==> config.mk <==
export PLATFORM = sky130hd
export DESIGN_NAME = data_stream_fsm
export DESIGN_NICKNAME = d
export VERILOG_FILES = /design/src/rtl/data_fsm_pkg.sv /design/src/rtl/send_watchdog.sv /design/src/rtl/data_stream_fsm.sv
export SDC_FILE = /design/constraint.sdc
export NUM_CORES = 1
export LEC_CHECK = 0
export CORE_UTILIZATION = 51
export DETAILED_ROUTE_END_ITERATION = 10
export HOLD_SLACK_MARGIN = 0.02
export PLACE_DENSITY_LB_ADDON = 0.3
export SETUP_SLACK_MARGIN = 0.05
export SYNTH_ARGS = -nofsm -noshare
export SYNTH_HDL_FRONTEND = slang
export SYNTH_SLANG_ARGS = --single-unit
export TNS_END_PERCENT = 30
==> constraint.sdc <==
create_clock -name clk -period 4.9 [get_ports clk]
set_input_delay 0.735 -clock clk [delete_from_list [all_inputs] [get_ports clk]]
set_output_delay 0.735 -clock clk [all_outputs]
set_load 0.01 [all_outputs]
==> src/rtl/data_fsm_pkg.sv <==
// Shared types and default constants for the data stream sequencer.
// Optional feature macro used by the RTL: DATA_FSM_TIMEOUT_EN (send-timeout watchdog).
package data_fsm_pkg;

    localparam int unsigned DEFAULT_MAX_CHARS      = 198;
    localparam int unsigned DEFAULT_TIMEOUT_CYCLES = 1024;

    // TMO is only reachable when the watchdog is built in.
    typedef enum logic [2:0] {
        IDLE,
        ASK,
        SEND,
        WAITSEND,
        FULL,
        NODATA,
        TMO
    } state_t;

endpackage

==> src/rtl/send_watchdog.sv <==
// Cycle counter that flags expiry after TIMEOUT_CYCLES enabled cycles.
// Only instantiated when DATA_FSM_TIMEOUT_EN is defined.
module send_watchdog
    import data_fsm_pkg::*;
#(
    parameter int unsigned TIMEOUT_CYCLES = DEFAULT_TIMEOUT_CYCLES
) (
    input  logic clk,
    input  logic reset,
    input  logic clear,
    input  logic enable,
    output logic expired
);

    // Counter only needs to reach TIMEOUT_CYCLES-1: the first enabled cycle sees 0.
    localparam int unsigned CW = (TIMEOUT_CYCLES > 1) ? $clog2(TIMEOUT_CYCLES) : 1;
    localparam logic [CW-1:0] LAST = CW'(TIMEOUT_CYCLES - 1);

    logic [CW-1:0] r_count;

    if (TIMEOUT_CYCLES == 0) begin : g_bad_timeout
        $error("send_watchdog: TIMEOUT_CYCLES must be at least 1");
    end

    // Expiry is seen during the last allowed cycle so the caller can still let sendDone win.
    assign expired = enable && (r_count == LAST);

    // Count enabled cycles, saturating at the last one.
    always_ff @(posedge clk or posedge reset) begin
        if (reset) begin
            r_count <= '0;
        end else if (clear) begin
            r_count <= '0;
        end else if (enable && (r_count != LAST)) begin
            r_count <= r_count + 1'b1;
        end
    end

endmodule

==> src/rtl/data_stream_fsm.sv <==
// Sequencer fetching characters from a data source and handing each to the transmitter
// until MAX_CHARS have been sent or the source runs dry.
// Optional feature: define DATA_FSM_TIMEOUT_EN to add the send-timeout watchdog (TMO state).
module data_stream_fsm
    import data_fsm_pkg::*;
#(
    parameter int unsigned MAX_CHARS      = DEFAULT_MAX_CHARS,
    parameter int unsigned TIMEOUT_CYCLES = DEFAULT_TIMEOUT_CYCLES
) (
    input  logic                             clk,
    input  logic                             reset,
    input  logic                             start,
    input  logic                             abort,
    input  logic                             newData,
    input  logic                             noMore,
    input  logic                             sendDone,
    output logic                             wantData,
    output logic                             startSend,
    output logic                             done,
    output logic                             noMoreDone,
    output logic                             timedOut,
    output logic                             busy,
    output logic [$clog2(MAX_CHARS+1)-1:0]   charCount
);

    localparam int unsigned CW = $clog2(MAX_CHARS + 1);
    localparam logic [CW-1:0] LIMIT = CW'(MAX_CHARS);

    if ((MAX_CHARS < 1) || (MAX_CHARS > 65535)) begin : g_bad_limit
        $error("data_stream_fsm: MAX_CHARS must be in 1..65535");
    end
    if (TIMEOUT_CYCLES == 0) begin : g_bad_timeout
        $error("data_stream_fsm: TIMEOUT_CYCLES must be at least 1");
    end

    state_t        r_state;
    state_t        w_next;
    logic [CW-1:0] r_count;
    logic          r_want;
    logic          r_send;
    logic          r_done;
    logic          r_nomore;
    logic          r_busy;
    logic          w_expired;

`ifdef DATA_FSM_TIMEOUT_EN
    logic r_tmo;

    send_watchdog #(
        .TIMEOUT_CYCLES (TIMEOUT_CYCLES)
    ) u_watchdog (
        .clk     (clk),
        .reset   (reset),
        .clear   (r_state == SEND),
        .enable  (r_state == WAITSEND),
        .expired (w_expired)
    );

    assign timedOut = r_tmo;
`else
    assign w_expired = 1'b0;
    assign timedOut  = 1'b0;
`endif

    // Next-state decode; abort overrides every other transition.
    always_comb begin
        w_next = r_state;
        unique case (r_state)
            IDLE:     if (start) w_next = ASK;
            ASK: begin
                if (noMore) begin
                    w_next = NODATA;
                end else if (newData) begin
                    w_next = SEND;
                end
            end
            SEND:     w_next = WAITSEND;
            WAITSEND: begin
                if (sendDone) begin
                    w_next = (r_count == LIMIT) ? FULL : ASK;
                end else if (w_expired) begin
                    w_next = TMO;
                end
            end
            FULL:     w_next = IDLE;
            NODATA:   w_next = IDLE;
            TMO:      w_next = IDLE;
            default:  w_next = IDLE;
        endcase
        if (abort) begin
            w_next = IDLE;
        end
    end

    // State, registered Moore outputs and the character counter.
    always_ff @(posedge clk or posedge reset) begin
        if (reset) begin
            r_state  <= IDLE;
            r_count  <= '0;
            r_want   <= 1'b0;
            r_send   <= 1'b0;
            r_done   <= 1'b0;
            r_nomore <= 1'b0;
            r_busy   <= 1'b0;
`ifdef DATA_FSM_TIMEOUT_EN
            r_tmo    <= 1'b0;
`endif
        end else begin
            r_state  <= w_next;
            // Outputs are decoded from the next state so they align with the state register.
            r_want   <= (w_next == ASK);
            r_send   <= (w_next == SEND);
            r_done   <= (w_next == FULL);
            r_nomore <= (w_next == NODATA);
            r_busy   <= (w_next != IDLE);
`ifdef DATA_FSM_TIMEOUT_EN
            r_tmo    <= (w_next == TMO);
`endif
            // Abort freezes the count so the partial progress stays visible.
            if (!abort) begin
                if ((r_state == IDLE) && start) begin
                    r_count <= '0;
                end else if ((r_state == SEND) && (r_count != LIMIT)) begin
                    r_count <= r_count + 1'b1;
                end
            end
        end
    end

    assign wantData   = r_want;
    assign startSend  = r_send;
    assign done       = r_done;
    assign noMoreDone = r_nomore;
    assign busy       = r_busy;
    assign charCount  = r_count;

endmodule

run_1/pins.png
Pins as bars across the die edge, other pins in gray.
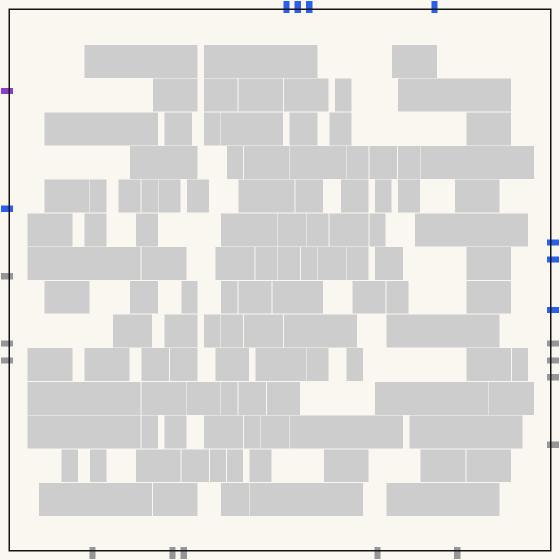
| color | port | pins | direction | edge |
|---|---|---|---|---|
| blue | charCount | 8 | output | 4 north, 3 east, 1 west |
| purple | clk | 1 | input | west |
I/O Buffers: 19
chip width: 43.59 µm
Die Ht: 43.59 µm

run_1/final_placement.png
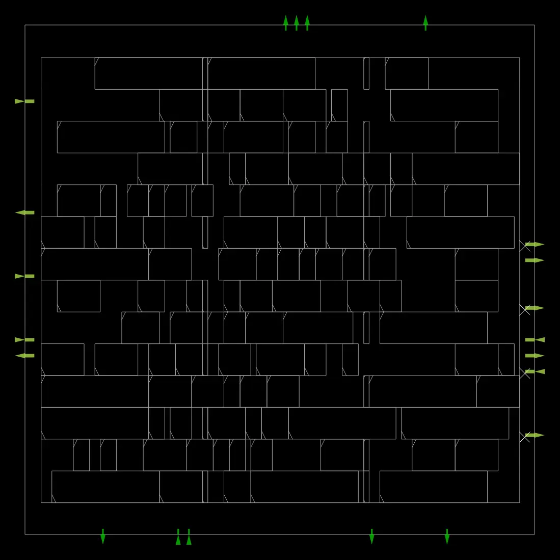
non-filler cells, final: 128
Placement Rows: 14
flip-flops: 16
total core area: 1559 µm²
filler cell count: 117

run_1/clock_map.png
Scale bar: 10 µm.
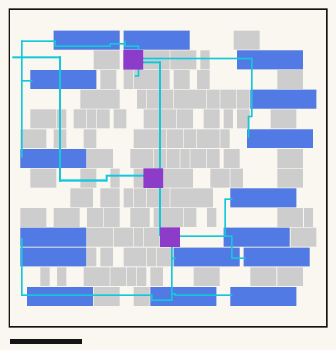
[cyan] clock wires | length: 201 µm
[blue] flip-flops | count: 16
[purple] cells driving clock nets | count: 3
routed clock nets: 4

## run 1: cell families (layout without fill, tap and decap cells)
kind of cell / Yosys count / count (layout) / share of synthesized area, %
mux: 1 / 1 / 1.135
fa+ha+maj: 2 / 2 / 2.836
flops: 16 / 16 / 45.39
other cells: 1 / 1 / 0.4251
compound gates: 26 / 26 / 20.71
buf+inv: 9 / 29 / 4.539
simple gates: 37 / 37 / 24.96
## run 1: sequential cells by signal (all words and copies together) (netlist names)
signal,count
r_state,3
wantData,1
charCount,8
busy,1
done,1
noMoreDone,1
startSend,1
## run 1: routing by layer
metal,part of all wire (%),track usage [%]
met5,0,0
met3,5.2,5.000
met1,49,33.51
met2,44,33.43
met4,2.1,13.13
==> results.sh, run 1 <==
# flow metrics
export IMPL_status="finished with violations"
export IMPL_failed_checks="DRC"
export IMPL_cp_top_family="buffers and inverters"
export IMPL_grt_util_all_layers_pct=23.62
export IMPL_dp_hpwl_mm=1.400
export IMPL_ys_area_um2=882.1
export IMPL_max_slew_margin_pct=58.73
export IMPL_final_nonclk_buf_share_pct=17.12
export IMPL_cts_htree_levels=1
export IMPL_cts_tree="done"
export IMPL_vias=744
export IMPL_power_top_group="sequential cells"
export IMPL_layout_top_cells="clkdlybuf4s50_1, dfrtp_1, nor2_1, o21ai_1, inv_1"
export IMPL_hold_path_startpoint="charCount[6]"
export IMPL_clock_net_power_uw=86.0
export IMPL_yosys_most_used_dff="dfrtp_1"
export IMPL_drv_cap=0
export IMPL_edf_count=0
export IMPL_placedCellCount=124
export IMPL_r2r_cells=5
export IMPL_die_area_um2=1900
export IMPL_seq_share_pct=36.04
export IMPL_clockNetworkAreaShare_pct=3.266
export IMPL_path_cells="clkdlybuf4s50_1"
export IMPL_inverters=6
export IMPL_ys_async_sr_fraction_pct=100.0
export IMPL_drc_errors=4
export IMPL_cp_required_ps=4160
export IMPL_logic_gates=67
export IMPL_synth_most_common_cell="dfrtp_1"
export IMPL_syn_area_um2=882.1
export IMPL_hold_viol=0
export IMPL_reg2reg_from="charCount[0]"
export IMPL_p_sw_share_pct=26.85
export IMPL_fp_nets=101
export IMPL_yosysTopAreaCellShare_pct=45.39
export IMPL_critPathSlowestCell="clkdlybuf4s50_1"
export IMPL_drtIter0Drc=26
export IMPL_yosys_warnings=0
export IMPL_area_dominant_class="multi-input combinational cells"
export IMPL_hold_depth=1
export IMPL_final_area_um2=1111
export IMPL_clkbuf_count=4
export IMPL_cts_buffer_depth=2
export IMPL_grt_overflow=0
export IMPL_p_seq_uw=149
export IMPL_n_antenna_cell=0
==> run 2: changes to the inputs <==
CORE_ASPECT_RATIO = 1.4   (was unset)
CORE_UTILIZATION = 43   (was 51)
clock period = 1.9 ns   (was 4.9 ns; I/O delays follow)
==> results.sh, run 2 <==
# flow metrics
export IMPL_finalNonFillerCells=135
export IMPL_fillCellCount=185
export IMPL_cp_top_family="buffers and inverters"
export IMPL_syn_area_um2=882.1
export IMPL_rows=19
export IMPL_cts_tree="done"
export IMPL_logic_gates=67
export IMPL_die_w_um=40.28
export IMPL_mux_area_share_pct=1.135
export IMPL_use_met1_pct=24.33
export IMPL_area_dominant_class="multi-input combinational cells"
export IMPL_grt_overflow=0
export IMPL_fp_nets=101
export IMPL_top_usage_layer="met2"
export IMPL_clockNetworkAreaShare_pct=1.980
export IMPL_placedCellCount=132
export IMPL_drt_met1_wl_um=732
export IMPL_cts_htree_levels=1
export IMPL_grtUsageMet3_pct=2.400
export IMPL_cp_required_ps=1620
export IMPL_die_height_um=55.59
export IMPL_critPathSlowestCell="clkdlybuf4s50_1"
export IMPL_layout_top_cells="clkdlybuf4s50_1, dfrtp_1, nor2_1, o21ai_1, inv_1"
export IMPL_final_nonclk_buf_share_pct=18.70
export IMPL_flops=16
export IMPL_synthAdderAreaFrac_pct=2.837
export IMPL_wl_met3_um=56
export IMPL_yosysTopAreaCellShare_pct=45.39
export IMPL_grt_util_all_layers_pct=19.69
export IMPL_reg2reg_from="charCount[0]"
export IMPL_edf_count=0
export IMPL_simple_gate_area_share_pct=24.96
export IMPL_clkbuf_count=3
export IMPL_largest_reg_flops=8
export IMPL_cts_buffer_depth=2
export IMPL_final_area_um2=1137
export IMPL_topRoutingLayerUsed="met4"
export IMPL_drv_cap=0
export IMPL_status="complete, no violations"
export IMPL_drtIter0Drc=15
run 2: cell counts after synthesis:
No cell type changed its count.
run 2: path summary, 6_finish.rpt:
| kind | to | slack, ps | cells after the start |
|---|---|---|---|
| max in group asynchronous | charCount[2] | 1160 | 2 |
| hold reg to reg | charCount[6] | 550 | 1 |
| setup / recovery | charCount[3] | 180 | 1 |
| hold / removal | charCount[5] | 360 | 2 |
| min in group clk | charCount[6] | 550 | 1 |
| setup reg to reg | done | 180 | 6 |
run 2: where the power goes:
group / leakage, µW / internal (µW) / switching, µW
combinational: 0.000261 / 76.3 / 71.9
clock: 0.0000138 / 73.8 / 102
sequential: 0.000219 / 359 / 23.8
run 2: what timing repair did:
| item | in CTS | in global routing |
|---|---|---|
| setup endpoints to repair | 0 | 5 |
| gates resized | 0 | 1 |
| hold buffers | 0 | 0 |
run_2/density.png
The die is cut into 8 by 11 equal tiles; white is low, dark blue is high, 0 to 100% covered.
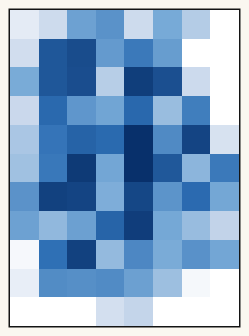
nearly empty tiles: 14%
densest ninth of the die: center
fullest tile: 100%

run_2/final_placement.png
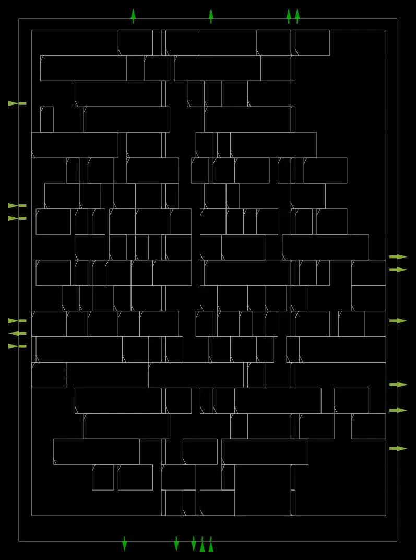
fraction of area in registers: 35.20%
TAP cells: 21
post-layout util: 58.34%

==> run 3: changes to the inputs <==
HOLD_SLACK_MARGIN = 0.1   (was 0.02)
==> results.sh, run 3 <==
# flow metrics
export IMPL_cts_hold_buffers=0
export IMPL_cts_resized=0
export IMPL_power_frac_comb_pct=21.0
export IMPL_cp_top_family="buffers and inverters"
export IMPL_topRoutingLayerUsed="met4"
export IMPL_grt_overflow=0
export IMPL_p_seq_uw=383
export IMPL_yosysTopAreaCellShare_pct=45.39
export IMPL_top_usage_layer="met2"
export IMPL_p_int_uw=509.0
export IMPL_period_used_pct=90.76
export IMPL_clockPowerShare_pct=24.9
export IMPL_use_met1_pct=24.33
export IMPL_drtIter0Drc=15
export IMPL_seqPwrFrac_pct=54.1
export IMPL_drt_met1_wl_um=732
export IMPL_top_cells_by_count="dfrtp_1, nor2_1, o21ai_1"
export IMPL_mux_area_share_pct=1.135
export IMPL_edf_count=0
export IMPL_p_comb_uw=148
export IMPL_post_place_ws_ps=50.13
export IMPL_largest_reg_flops=8
export IMPL_cp_required_ps=1620
export IMPL_die_height_um=55.59
export IMPL_die_w_um=40.28
export IMPL_cts_tree="done"
export IMPL_final_area_um2=1137
export IMPL_syn_area_um2=882.1
export IMPL_simple_gate_area_share_pct=24.96
export IMPL_synthAdderAreaFrac_pct=2.837
export IMPL_p_sw_share_pct=28.02
export IMPL_placedCellCount=132
export IMPL_finalNonFillerCells=135
export IMPL_clk_pin_slew_ps=80
export IMPL_clock_net_power_uw=176
export IMPL_grtUsageMet3_pct=2.400
export IMPL_cts_buffer_depth=2
export IMPL_switching_power_uw=198.1
export IMPL_power_top_group="sequential cells"
export IMPL_status="complete, no violations"
export IMPL_post_route_util_pct=58.34
export IMPL_drv_cap=0
run 3: final timing paths:
| kind | cells after the start | to | slack (ps) | start |
|---|---|---|---|---|
| max | 1 | charCount[3] | 180 | charCount[3] |
| min reg2reg | 1 | charCount[6] | 550 | charCount[6] |
| min | 2 | charCount[5] | 360 | reset |
| min in group clk | 1 | charCount[6] | 550 | charCount[6] |
| max in group asynchronous | 2 | charCount[2] | 1160 | reset |
| max reg2reg | 6 | done | 180 | charCount[0] |
run 3: layout make-up:
cell class / instances / area [µm²]
Clock buffer: 3 / 22.52
Fill cell: 185 / 812.0
Inverter: 6 / 22.52
Multi-Input combinational cell: 67 / 452.9
Sequential cell: 16 / 400.4
Tap cell: 21 / 26.28
Timing Repair Buffer: 22 / 212.7
run_3/density.png
The die is cut into 8 by 11 equal tiles; white is low, dark blue is high, 0 to 100% covered.
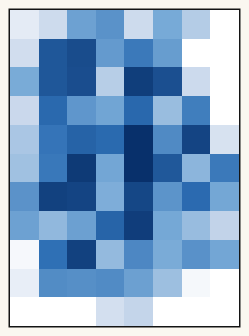
densest ninth of the die: center
mean over tiles: 50%
tiles over 75% full: 25%
nearly empty tiles: 14%
fullest tile: 100%

run_3/met3.png
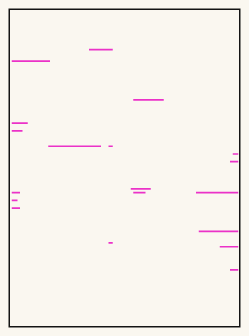
nets with wire on the layer: 16
wire length on this layer: 56.8 µm

No activity file was given, so power comes from the tool's default toggle rates.
